<file path="src/rtl/fsk_word_receiver_pkg.sv">
`default_nettype none
// ============================================================================
// Module      : fsk_word_receiver_pkg
// Description : Shared types and frame-size constants for the FSK word
//               receiver (state encoding, data width, total frame length).
// Revision    : 1.0 - initial release
// ============================================================================
package fsk_word_receiver_pkg;

  // Payload bits per frame and full frame length (start + data + stop).
  localparam int DATA_BITS  = 32;
  localparam int FRAME_BITS = DATA_BITS + 2;

  // Receiver framing states.
  typedef enum logic [1:0] {
    ST_IDLE  = 2'd0,
    ST_START = 2'd1,
    ST_DATA  = 2'd2,
    ST_STOP  = 2'd3
  } state_t;

endpackage
`default_nettype wire

</file>
<file path="src/rtl/fsk_tone_decider.sv">
`default_nettype none
// ============================================================================
// Module      : fsk_tone_decider
// Description : Registered nearest-tone decision. Outputs 1 (mark) when the
//               received frequency word is at least as close to the mark tone
//               as to the space tone; ties resolve to mark.
// Revision    : 1.0 - initial release
// ============================================================================
module fsk_tone_decider
  import fsk_word_receiver_pkg::*;
(
  input  logic        clk,
  input  logic        rst,
  input  logic [31:0] freq_in,
  input  logic [31:0] mark_frq,
  input  logic [31:0] space_frq,
  output logic        tone
);

  // 33-bit magnitudes so the comparison never overflows
  logic [32:0] w_diff_mark;
  logic [32:0] w_diff_space;
  logic        r_tone;

  // Absolute distance of the received word from each reference tone
  always_comb begin
    w_diff_mark  = '0;
    w_diff_space = '0;
    if (freq_in >= mark_frq) w_diff_mark = {1'b0, freq_in} - {1'b0, mark_frq};
    else                     w_diff_mark = {1'b0, mark_frq} - {1'b0, freq_in};
    if (freq_in >= space_frq) w_diff_space = {1'b0, freq_in} - {1'b0, space_frq};
    else                      w_diff_space = {1'b0, space_frq} - {1'b0, freq_in};
  end

  // Register the decision every cycle; equal distances count as mark
  always_ff @(posedge clk or posedge rst) begin
    if (rst) r_tone <= 1'b0;
    else     r_tone <= (w_diff_mark <= w_diff_space);
  end

  assign tone = r_tone;

endmodule
`default_nettype wire

</file>
<file path="src/rtl/fsk_word_receiver.sv">
`default_nettype none
// ============================================================================
// Module      : fsk_word_receiver
// Description : Asynchronous-frame FSK receiver. Detects a start bit after an
//               idle mark, verifies it at mid-symbol, samples DATA_BITS bits
//               LSB first at one-symbol spacing, then checks the stop bit and
//               publishes the word (word_valid) or flags frame_err.
// Revision    : 1.0 - initial release
// ============================================================================
module fsk_word_receiver #(
  parameter int DATA_BITS = fsk_word_receiver_pkg::DATA_BITS
) (
  input  logic                 clk,
  input  logic                 rst,
  input  logic [31:0]          symbol_dur,
  input  logic [31:0]          mark_frq,
  input  logic [31:0]          space_frq,
  input  logic [31:0]          freq_in,
  output logic [DATA_BITS-1:0] word_out,
  output logic                 word_valid,
  output logic                 frame_err,
  output logic                 busy,
  output logic                 tone
);
  import fsk_word_receiver_pkg::*;

  localparam int                  BIT_W      = (DATA_BITS > 1) ? $clog2(DATA_BITS) : 1;
  localparam logic [BIT_W-1:0]    c_last_bit = BIT_W'(DATA_BITS - 1);

  state_t                 r_state,  w_state_nxt;
  logic [31:0]            r_cnt,    w_cnt_nxt;
  logic [31:0]            r_sym,    w_sym_nxt;
  logic [BIT_W-1:0]       r_bit,    w_bit_nxt;
  logic [DATA_BITS-1:0]   r_shift,  w_shift_nxt;
  logic [DATA_BITS-1:0]   r_word,   w_word_nxt;
  logic                   r_armed,  w_armed_nxt;
  logic                   r_valid,  w_valid_nxt;
  logic                   r_ferr,   w_ferr_nxt;
  logic                   w_tone;
  logic [31:0]            w_half;
  logic [DATA_BITS-1:0]   w_shift_ins;

  fsk_tone_decider u_tone (
    .clk       (clk),
    .rst       (rst),
    .freq_in   (freq_in),
    .mark_frq  (mark_frq),
    .space_frq (space_frq),
    .tone      (w_tone)
  );

  // Mid-start check point, taken from the latched symbol length
  assign w_half = {1'b0, r_sym[31:1]};

  // Bits arrive LSB first: insert at the top and shift right, so after
  // DATA_BITS samples the first bit lands in position 0
  generate
    if (DATA_BITS > 1) begin : g_shift_wide
      assign w_shift_ins = {w_tone, r_shift[DATA_BITS-1:1]};
    end else begin : g_shift_one
      assign w_shift_ins = w_tone;
    end
  endgenerate

  // Next-state, counter and output-pulse logic
  always_comb begin
    w_state_nxt = r_state;
    w_cnt_nxt   = r_cnt;
    w_sym_nxt   = r_sym;
    w_bit_nxt   = r_bit;
    w_shift_nxt = r_shift;
    w_word_nxt  = r_word;
    w_armed_nxt = r_armed;
    w_valid_nxt = 1'b0;
    w_ferr_nxt  = 1'b0;
    case (r_state)
      ST_IDLE: begin
        if (w_tone) begin
          w_armed_nxt = 1'b1;
        end else if (r_armed) begin
          // First space after an idle mark; too-short symbols are ignored
          // and the line must go back to mark before another attempt
          w_armed_nxt = 1'b0;
          w_sym_nxt   = symbol_dur;
          if (symbol_dur >= 32'd2) begin
            w_state_nxt = ST_START;
            w_cnt_nxt   = 32'd1;
          end
        end
      end
      ST_START: begin
        if (r_cnt == w_half) begin
          if (w_tone) begin
            w_state_nxt = ST_IDLE;
          end else begin
            w_state_nxt = ST_DATA;
            w_cnt_nxt   = 32'd1;
            w_bit_nxt   = '0;
          end
        end else begin
          w_cnt_nxt = r_cnt + 32'd1;
        end
      end
      ST_DATA: begin
        if (r_cnt == r_sym) begin
          w_shift_nxt = w_shift_ins;
          w_cnt_nxt   = 32'd1;
          if (r_bit == c_last_bit) w_state_nxt = ST_STOP;
          else                     w_bit_nxt   = r_bit + 1'b1;
        end else begin
          w_cnt_nxt = r_cnt + 32'd1;
        end
      end
      ST_STOP: begin
        if (r_cnt == r_sym) begin
          w_state_nxt = ST_IDLE;
          if (w_tone) begin
            w_word_nxt  = r_shift;
            w_valid_nxt = 1'b1;
          end else begin
            w_ferr_nxt  = 1'b1;
          end
        end else begin
          w_cnt_nxt = r_cnt + 32'd1;
        end
      end
      default: w_state_nxt = ST_IDLE;
    endcase
  end

  // State, counters, shift register and output registers
  always_ff @(posedge clk or posedge rst) begin
    if (rst) begin
      r_state <= ST_IDLE;
      r_cnt   <= '0;
      r_sym   <= '0;
      r_bit   <= '0;
      r_shift <= '0;
      r_word  <= '0;
      r_armed <= 1'b0;
      r_valid <= 1'b0;
      r_ferr  <= 1'b0;
    end else begin
      r_state <= w_state_nxt;
      r_cnt   <= w_cnt_nxt;
      r_sym   <= w_sym_nxt;
      r_bit   <= w_bit_nxt;
      r_shift <= w_shift_nxt;
      r_word  <= w_word_nxt;
      r_armed <= w_armed_nxt;
      r_valid <= w_valid_nxt;
      r_ferr  <= w_ferr_nxt;
    end
  end

  assign word_out   = r_word;
  assign word_valid = r_valid;
  assign frame_err  = r_ferr;
  assign busy       = (r_state != ST_IDLE);
  assign tone       = w_tone;

endmodule
`default_nettype wire

</file>
<file path="config.mk">
export PLATFORM = sky130hd
export DESIGN_NAME = fsk_word_receiver
export DESIGN_NICKNAME = d
export VERILOG_FILES = /design/src/rtl/fsk_word_receiver_pkg.sv /design/src/rtl/fsk_tone_decider.sv /design/src/rtl/fsk_word_receiver.sv
export SDC_FILE = /design/constraint.sdc
export NUM_CORES = 1
export LEC_CHECK = 0
export CELL_PAD_IN_SITES_DETAIL_PLACEMENT = 0
export CELL_PAD_IN_SITES_GLOBAL_PLACEMENT = 1
export CORE_MARGIN = 2
export CORE_UTILIZATION = 48
export CTS_BUF_LIST = sky130_fd_sc_hd__clkbuf_8
export DETAILED_ROUTE_END_ITERATION = 16
export GPL_TIMING_DRIVEN = 0
export HOLD_SLACK_MARGIN = 0.03
export PLACE_DENSITY_LB_ADDON = 0.2
export SKIP_LAST_GASP = 1
export SYNTH_ARGS = -nofsm -noshare
export SYNTH_HDL_FRONTEND = slang
export SYNTH_SLANG_ARGS = --single-unit
export TNS_END_PERCENT = 10
</file>
<file path="constraint.sdc">
create_clock -name clk -period 7.85 [get_ports clk]
set_clock_uncertainty 0.2 [all_clocks]
set_input_delay 0.785 -clock clk [delete_from_list [all_inputs] [get_ports clk]]
set_output_delay 0.785 -clock clk [all_outputs]
set_load 0.02 [all_outputs]
</file>
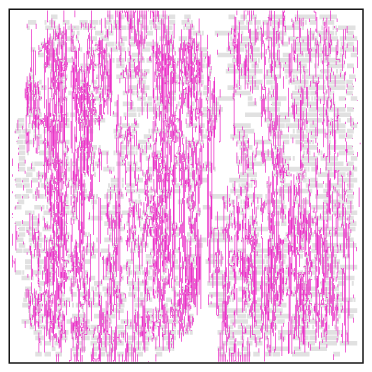
(run_1/met2.png)
(2 px per um)
longest straight run = 81.8 um
share of all routed wire = 45%
nets with wire on the layer = 1822
vias: 13600
final WL: 43200 um
met2 track demand over resource: 45.2%

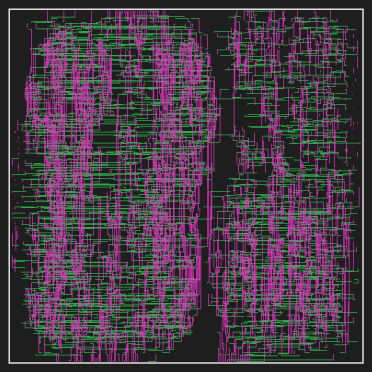
(run_1/metal_stack.png)
(2 px per um) Two of the layers only.
met2 -> magenta  # wire length 19500 um
met1 -> green  # wire length 20.2 mm
routed len/inst: 18.5 um
Global Route Usage Sum: 27.7%

==> flow_summary_export.csv, run 1 <==
group,metric,value,unit
run_status,status,"finished, final reports clean",
placement,placed_area,16400,um2
final_layout,num-fill-cells,2758,
worst_setup_path,startpoint,"space_frq[2]",
floorplanning,dieArea,31000,um2
synth,synth-seq-cells,139,
pwr,ir_drop,0.132,mV
routing,met2_length,19500,um
pwr,sw_frac_of_total,38.2,%
cts,worstSkewPairLatency,0.45,ns
pwr,p_leak,7.87,nW
placement,post-place-ws,0.903,ns
floorplanning,coreArea,29400,um2
final_layout,n_antenna_cell,0,
synth,logic_family,"AND-OR/OR-AND gates",
worst_setup_path,critical_path.top_delay_family,"AND-OR/OR-AND gates",
worst_setup_path,ff2ff_setup_slack,3.91,ns
synth,yosys.area_share.adder,15.0,%
final_layout,synthToLayoutAreaGrowth,18.0,%
pwr,power_leader,"combinational cells",
final_layout,comb_area,9810,um2
timing,fin_ws,1.30,ns
cts,cts_resized,0,
hold_path,hp-start,"r_shift[0]$_DFFE_PP0P_",
routing,initialDrtViolationCount,868,
cts,htreeDepth,4,
routing,met3WireLength,2100,um
synth,yosys-top-cells-area,"dfrtp_1, ha_1, xnor2_1, mux2_2, a21oi_1",
worst_setup_path,cp_max_fo,10,
synth,ys_cells,1748,
cts,cts_hold_buf,0,
final_layout,largest_class,"combinational gates",
worst_setup_path,reg2reg_from,"r_cnt[10]$_DFFE_PP0P_",
routing,top_layer_used,"met4",
placement,place.gp.congestion,0.940,
pwr,pwr-share-comb,43.1,%
routing,remaining_drc_errors,0,
timing,drv_slew,0,
cts,cts_buffers,17,
pwr,pwr-share-clk,24.9,%
pwr,powerClk,0.561,mW
final_layout,nClkBuffers,18,
synth,yosysTopAreaCell,"dfrtp_1",
synth,ys_sh_xor,7.70,%
final_layout,drive_above_1_share,7.61,%
hold_path,hp-class,"reg2reg",
timing,finalCritPeriodShare,83.5,%
routing,drt.antenna.violating_nets,0,
worst_setup_path,cp_cell_sequence,"clkdlybuf4s50_1 > inv_1 > ha_1 > clkbuf_1 > o21ai_0 > a21oi_1 > o2111ai_1 > a21o_1 > a211oi_1 > nor2_1 > clkbuf_1 > a211oi_1 > a31oi_1 > xnor2_1 > ha_1 > nor2b_1 > o21ai_0 > a21oi_1 > a211oi_1 > o221ai_1 > a221o_1 > a21oi_1 > a41o_1",
worst_setup_path,critPathKind,"in2reg",
hold_path,hold_path_end,"word_out[0]$_DFFE_PP0P_",
pwr,sequentialPowerShare,32.0,%
worst_setup_path,crit_cells,23,
cts,cts_tree,"built",
placement,dpl.hpwl,35300,um
flow_run,drv_cap,0,
timing,slew-limit-headroom,27.5,%
synth,ys_sh_aoi,22.6,%
global_routing,grt_max_degree,77,
flow_run,warning_count,90,
floorplanning,initCoreUtil,48.4,%
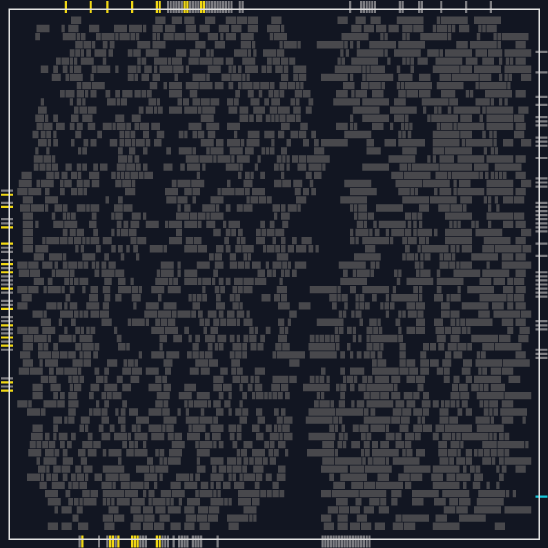
(run_1/pins.png)
(3 px per um) Pins as bars across the die edge, other pins in gray.
space_frq -> yellow  # pins 32, direction input, edge 13 west, 10 north, 9 south
clk -> cyan  # pins 1, direction input, edge east
all pins by edge = 47 south, 46 north, 38 east, 35 west
die width: 176 um
Port Buf Inserts: 165
Die Ht: 176 um

==> run 2, diff against run 1 <==
Settings changed: CORE_UTILIZATION 48 to 44.
Clock period 7.85 ns to 6.18 ns, I/O delays scaled along.
==> flow_summary_export.csv, run 2 <==
group,metric,value,unit
final_layout,lay_top_count,"nand2_1",
synth,ys_sh_xor,7.70,%
placement,place.gp.congestion,0.933,
timing,hold_slack,0.272,ns
synth,synth_seq_share,24.5,%
final_layout,nNonClkBuffers,266,
floorplanning,io_pins,166,
global_routing,grt_pass1_vias,13300,
worst_setup_path,cp-start-kind,"input port",
final_layout,seq_cell_count,139,
worst_setup_path,startpoint,"freq_in[2]",
routing,initialDrtViolationCount,871,
final_layout,n_antenna_cell,0,
placement,io_buffers,165,
final_layout,nClkBuffers,17,
timing,fin_ws,0.226,ns
worst_setup_path,r2r-end,"r_cnt[1]$_DFFE_PP0P_",
synth,ys_cells,1748,
cts,cts_hold_buf,0,
worst_setup_path,critical_path.top_delay_family,"AND-OR/OR-AND gates",
cts,cts_buffers,17,
worst_setup_path,crit_cells,24,
final_layout,fin_util,53.1,%
global_routing,gr-usage-met2,43.1,%
timing,setup-tns-final,0,ns
timing,slew-limit-headroom,32.8,%
synth,yosysTopAreaCell,"dfrtp_1",
hold_path,hp-start,"r_shift[0]$_DFFE_PP0P_",
timing,hold_viol,0,
routing,routedWlPerCell,19.0,um
pwr,power_leader,"combinational cells",
pwr,total_power,2.89,mW
routing,drt-met1-wl,21000,um
worst_setup_path,cp-endpoint,"u_tone.tone$_DFF_PP0_",
worst_setup_path,reg2reg_from,"r_cnt[13]$_DFFE_PP0P_",
final_layout,comb_area,9840,um2
worst_setup_path,slowest_stage,"clkdlybuf4s50_1",
worst_setup_path,critPathKind,"in2reg",
synth,top_cells_by_count,"nand2_1, ha_1, a21oi_1",
final_layout,num-nonclk-inverters,130,
hold_path,hold_path_end,"word_out[0]$_DFFE_PP0P_",
floorplanning,die_w,184,um
flow_run,drv_cap,0,
routing,remaining_drc_errors,0,
cts,cts_resized,3,
floorplanning,dieArea,33800,um2
worst_setup_path,crit_buf_inv,4,
synth,synth-edff-count,0,
hold_path,hp-class,"reg2reg",
worst_setup_path,cp_cell_sequence,"clkdlybuf4s50_1 > ha_1 > clkbuf_1 > o21ai_0 > a21oi_1 > o2111ai_1 > a21o_1 > a211o_1 > nand2_1 > buf_2 > clkbuf_4 > o211ai_1 > nand2_1 > xnor2_1 > ha_1 > a21o_1 > a21o_1 > a21o_1 > a21o_1 > a21o_1 > a21o_1 > a221o_1 > a21oi_1 > a41o_1",
routing,top_layer_used,"met4",
synth,yosys-top-cells-area,"dfrtp_1, ha_1, xnor2_1, mux2_2, a21oi_1",
worst_setup_path,ff2ff_setup_slack,2.18,ns
placement,dpl.hpwl,36300,um
pwr,sequentialPowerShare,31.7,%
synth,logic_family,"AND-OR/OR-AND gates",
hold_path,hold_depth,2,
worst_setup_path,cp.required,6.35,ns
pwr,p_leak,7.90,nW
routing,via_per_inst,5.76,
pwr,ir_drop,0.157,mV
final_layout,synthToLayoutAreaGrowth,18.4,%
pwr,p_per_area,172,nW/um2
synth,synth.most_common_cell,"nand2_1",
cts,htreeDepth,4,
timing,drv_slew,0,
pwr,powerClk,0.732,mW
synth,ys_sh_aoi,22.6,%
timing,final-setup-viol-count,0,
final_layout,stdcell_area,16800,um2
worst_setup_path,cp_max_fo,10,
final_layout,num-fill-cells,3090,
final_layout,comb-cell-share,58.4,%
final_layout,largest_class,"combinational gates",
placement,post-place-ws,-0.586,ns
floorplanning,initCoreUtil,44.9,%
placement,placed_area,16400,um2
routing,met3WireLength,1810,um
pwr,intPower,1.77,mW
worst_setup_path,crit_top_cell,"a21o_1",
pwr,pg_comb,1.24,mW
synth,syn-num-nets,2046,
global_routing,met3_usage,1.82,%
pwr,pwr-share-clk,25.3,%
routing,met2_length,20400,um
pwr,sw_frac_of_total,38.7,%
global_routing,grt_max_degree,74,
flow_run,warning_count,90,
run_status,status,"finished, final reports clean",
cts,worstSkewPairLatency,0.46,ns
final_layout,drive_above_1_share,8.12,%
synth,yosys.area_share.adder,15.0,%
final_layout,regArea,3480,um2
cts,cts.path.max_buffers,2,
timing,finalCritPeriodShare,96.3,%
pwr,pwr-share-comb,42.9,%
synth,ys_chip_area,14200,um2
floorplanning,die_h,184,um
global_routing,gr-total-overflow,0,
synth,synthFlopType,"dfrtp_1",
cts,cts_tree,"built",
pwr,seq_cell_power,0.917,mW
routing,drt.antenna.violating_nets,0,
synth,synth-seq-cells,139,
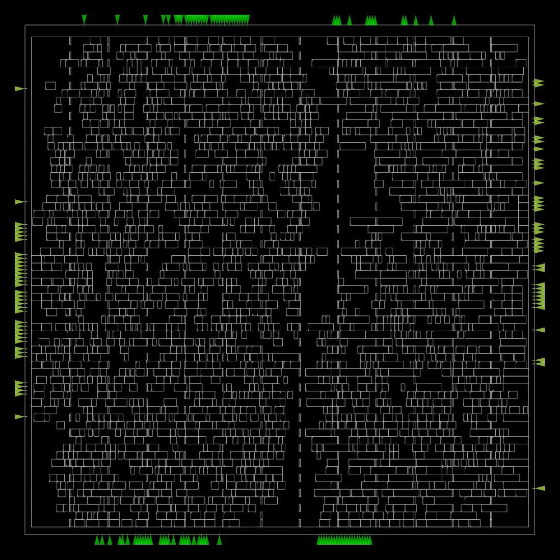
(run_2/final_placement.png)
Tap Count: 402
flop share of the area: 20.6%
Core Region: 31700 um2

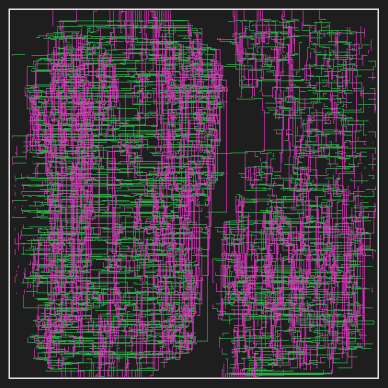
(run_2/metal_stack.png)
(2 px per um) Two of the layers only.
met2 -> magenta  # wire length 20.4 mm
met1 -> green  # wire length 21.0 mm
final WL: 44600 um
vias: 13500
Global Route Usage Sum: 26.1%

==> run 3, diff against run 2 <==
Settings changed: CAP_MARGIN set to 20, SKIP_CTS_REPAIR_TIMING set to 1.
==> flow_summary_export.csv, run 3 <==
group,metric,value,unit
hold_path,hold_depth,2,
synth,ys_sh_xor,7.70,%
synth,ys_cells,1748,
timing,finalCritPeriodShare,96.2,%
final_layout,largest_class,"combinational gates",
routing,remaining_drc_errors,0,
cts,worstSkewPairLatency,0.46,ns
pwr,seq_cell_power,0.917,mW
cts,htreeDepth,4,
run_status,status,"finished, final reports clean",
floorplanning,initCoreUtil,44.9,%
routing,routedWlPerCell,19.0,um
pwr,ir_drop,0.157,mV
timing,setup-tns-final,0,ns
final_layout,final_net_count,2231,
pwr,powerClk,0.732,mW
synth,top_cells_by_count,"nand2_1, ha_1, a21oi_1",
cts,cts_buffers,17,
floorplanning,io_pins,166,
pwr,p_per_area,171,nW/um2
routing,met2_length,20400,um
routing,met3WireLength,1910,um
timing,final-setup-viol-count,0,
final_layout,num-nonclk-inverters,130,
synth,ys_sh_aoi,22.6,%
worst_setup_path,cp_max_fo,10,
worst_setup_path,crit_cells,24,
final_layout,regArea,3480,um2
final_layout,num-fill-cells,3090,
global_routing,top_usage_layer,"met2",
synth,yosys.area_share.adder,15.0,%
final_layout,seq_cell_count,139,
global_routing,gr-total-overflow,0,
final_layout,nNonClkBuffers,266,
synth,ys_chip_area,14200,um2
final_layout,nClkBuffers,17,
worst_setup_path,critPathKind,"in2reg",
synth,synthFlopType,"dfrtp_1",
hold_path,hp-start,"r_shift[0]$_DFFE_PP0P_",
worst_setup_path,startpoint,"freq_in[2]",
routing,drt-met1-wl,20900,um
pwr,sw_frac_of_total,38.7,%
pwr,pwr-share-comb,42.9,%
synth,synth-seq-cells,139,
routing,routed_wl,44500,um
timing,slew-limit-headroom,32.8,%
flow_run,drv_cap,0,
timing,hold_viol,0,
worst_setup_path,reg2reg_from,"r_cnt[13]$_DFFE_PP0P_",
placement,io_buffers,165,
worst_setup_path,critical_path.top_delay_family,"AND-OR/OR-AND gates",
worst_setup_path,cp_cell_sequence,"clkdlybuf4s50_1 > ha_1 > clkbuf_1 > o21ai_0 > a21oi_1 > o2111ai_1 > a21o_1 > a211o_1 > nand2_1 > buf_2 > clkbuf_4 > o211ai_1 > nand2_1 > xnor2_1 > ha_1 > a21o_1 > a21o_1 > a21o_1 > a21o_1 > a21o_1 > a21o_1 > a221o_1 > a21oi_1 > a41o_1",
final_layout,fin_util,53.1,%
placement,place.gp.congestion,0.933,
routing,num_vias,13500,
timing,drv_slew,0,
timing,fin_ws,0.236,ns
synth,syn-num-nets,2046,
synth,synth.most_common_cell,"nand2_1",
pwr,p_leak,7.90,nW
floorplanning,tap_cells,402,
pwr,total_power,2.89,mW
pwr,sequentialPowerShare,31.7,%
worst_setup_path,cp.required,6.35,ns
cts,cts_tree,"built",
global_routing,grt_pass1_vias,13300,
pwr,power_leader,"combinational cells",
worst_setup_path,cp-start-kind,"input port",
global_routing,met3_usage,1.82,%
synth,netlist_area,14200,um2
final_layout,drive_above_1_share,8.12,%
synth,synth-edff-count,0,
placement,dpl.hpwl,36300,um
final_layout,comb_area,9840,um2
final_layout,comb-cell-share,58.4,%
synth,syn_inst,1748,
synth,yosysTopAreaCell,"dfrtp_1",
worst_setup_path,crit_top_cell,"a21o_1",
routing,via_per_inst,5.77,
global_routing,grt_max_degree,74,
final_layout,seq_share,20.6,%
synth,synth_seq_share,24.5,%
global_routing,grt_usage,26.1,%
hold_path,hold_path_end,"word_out[0]$_DFFE_PP0P_",
global_routing,gr-usage-met2,43.1,%
routing,drt.antenna.violating_nets,0,
flow_run,warning_count,90,
hold_path,hp-class,"reg2reg",
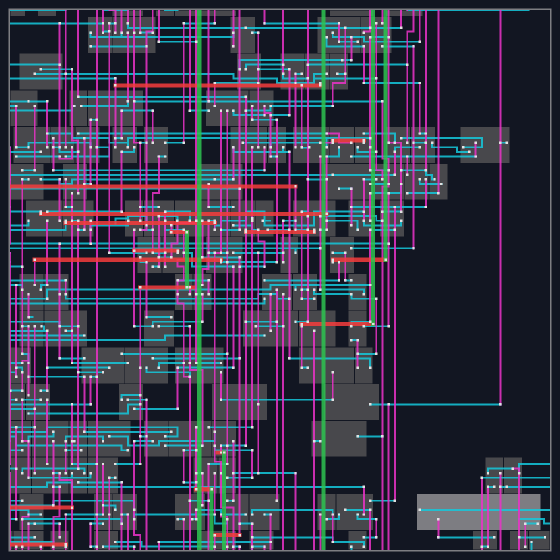
(run_3/zoom.png)
Window x 72 to 112, y 72 to 112 um. Cells in gray, sequential cells in the stronger gray; small squares are vias.
met2 -> magenta
met3 -> red
met4 -> green
met1 -> cyan
most frequent = a21oi_1 (20), o21ai_0 (14)
cells with their middle in the window = 107
netlist names of flops here include = r_cnt (1)
sequential cells in the window = 1

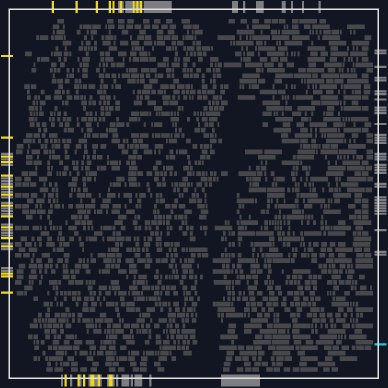
(run_3/pins.png)
(2 px per um) Pins as bars across the die edge, other pins in gray.
space_frq -> yellow  # pins 32, direction input, edge 15 west, 9 north, 8 south
clk -> cyan  # pins 1, direction input, edge east
all pins by edge = 49 south, 45 north, 36 east, 36 west
Die Ht: 184 um
die width: 184 um

No activity file was given, so power comes from the tool's default toggle rates.
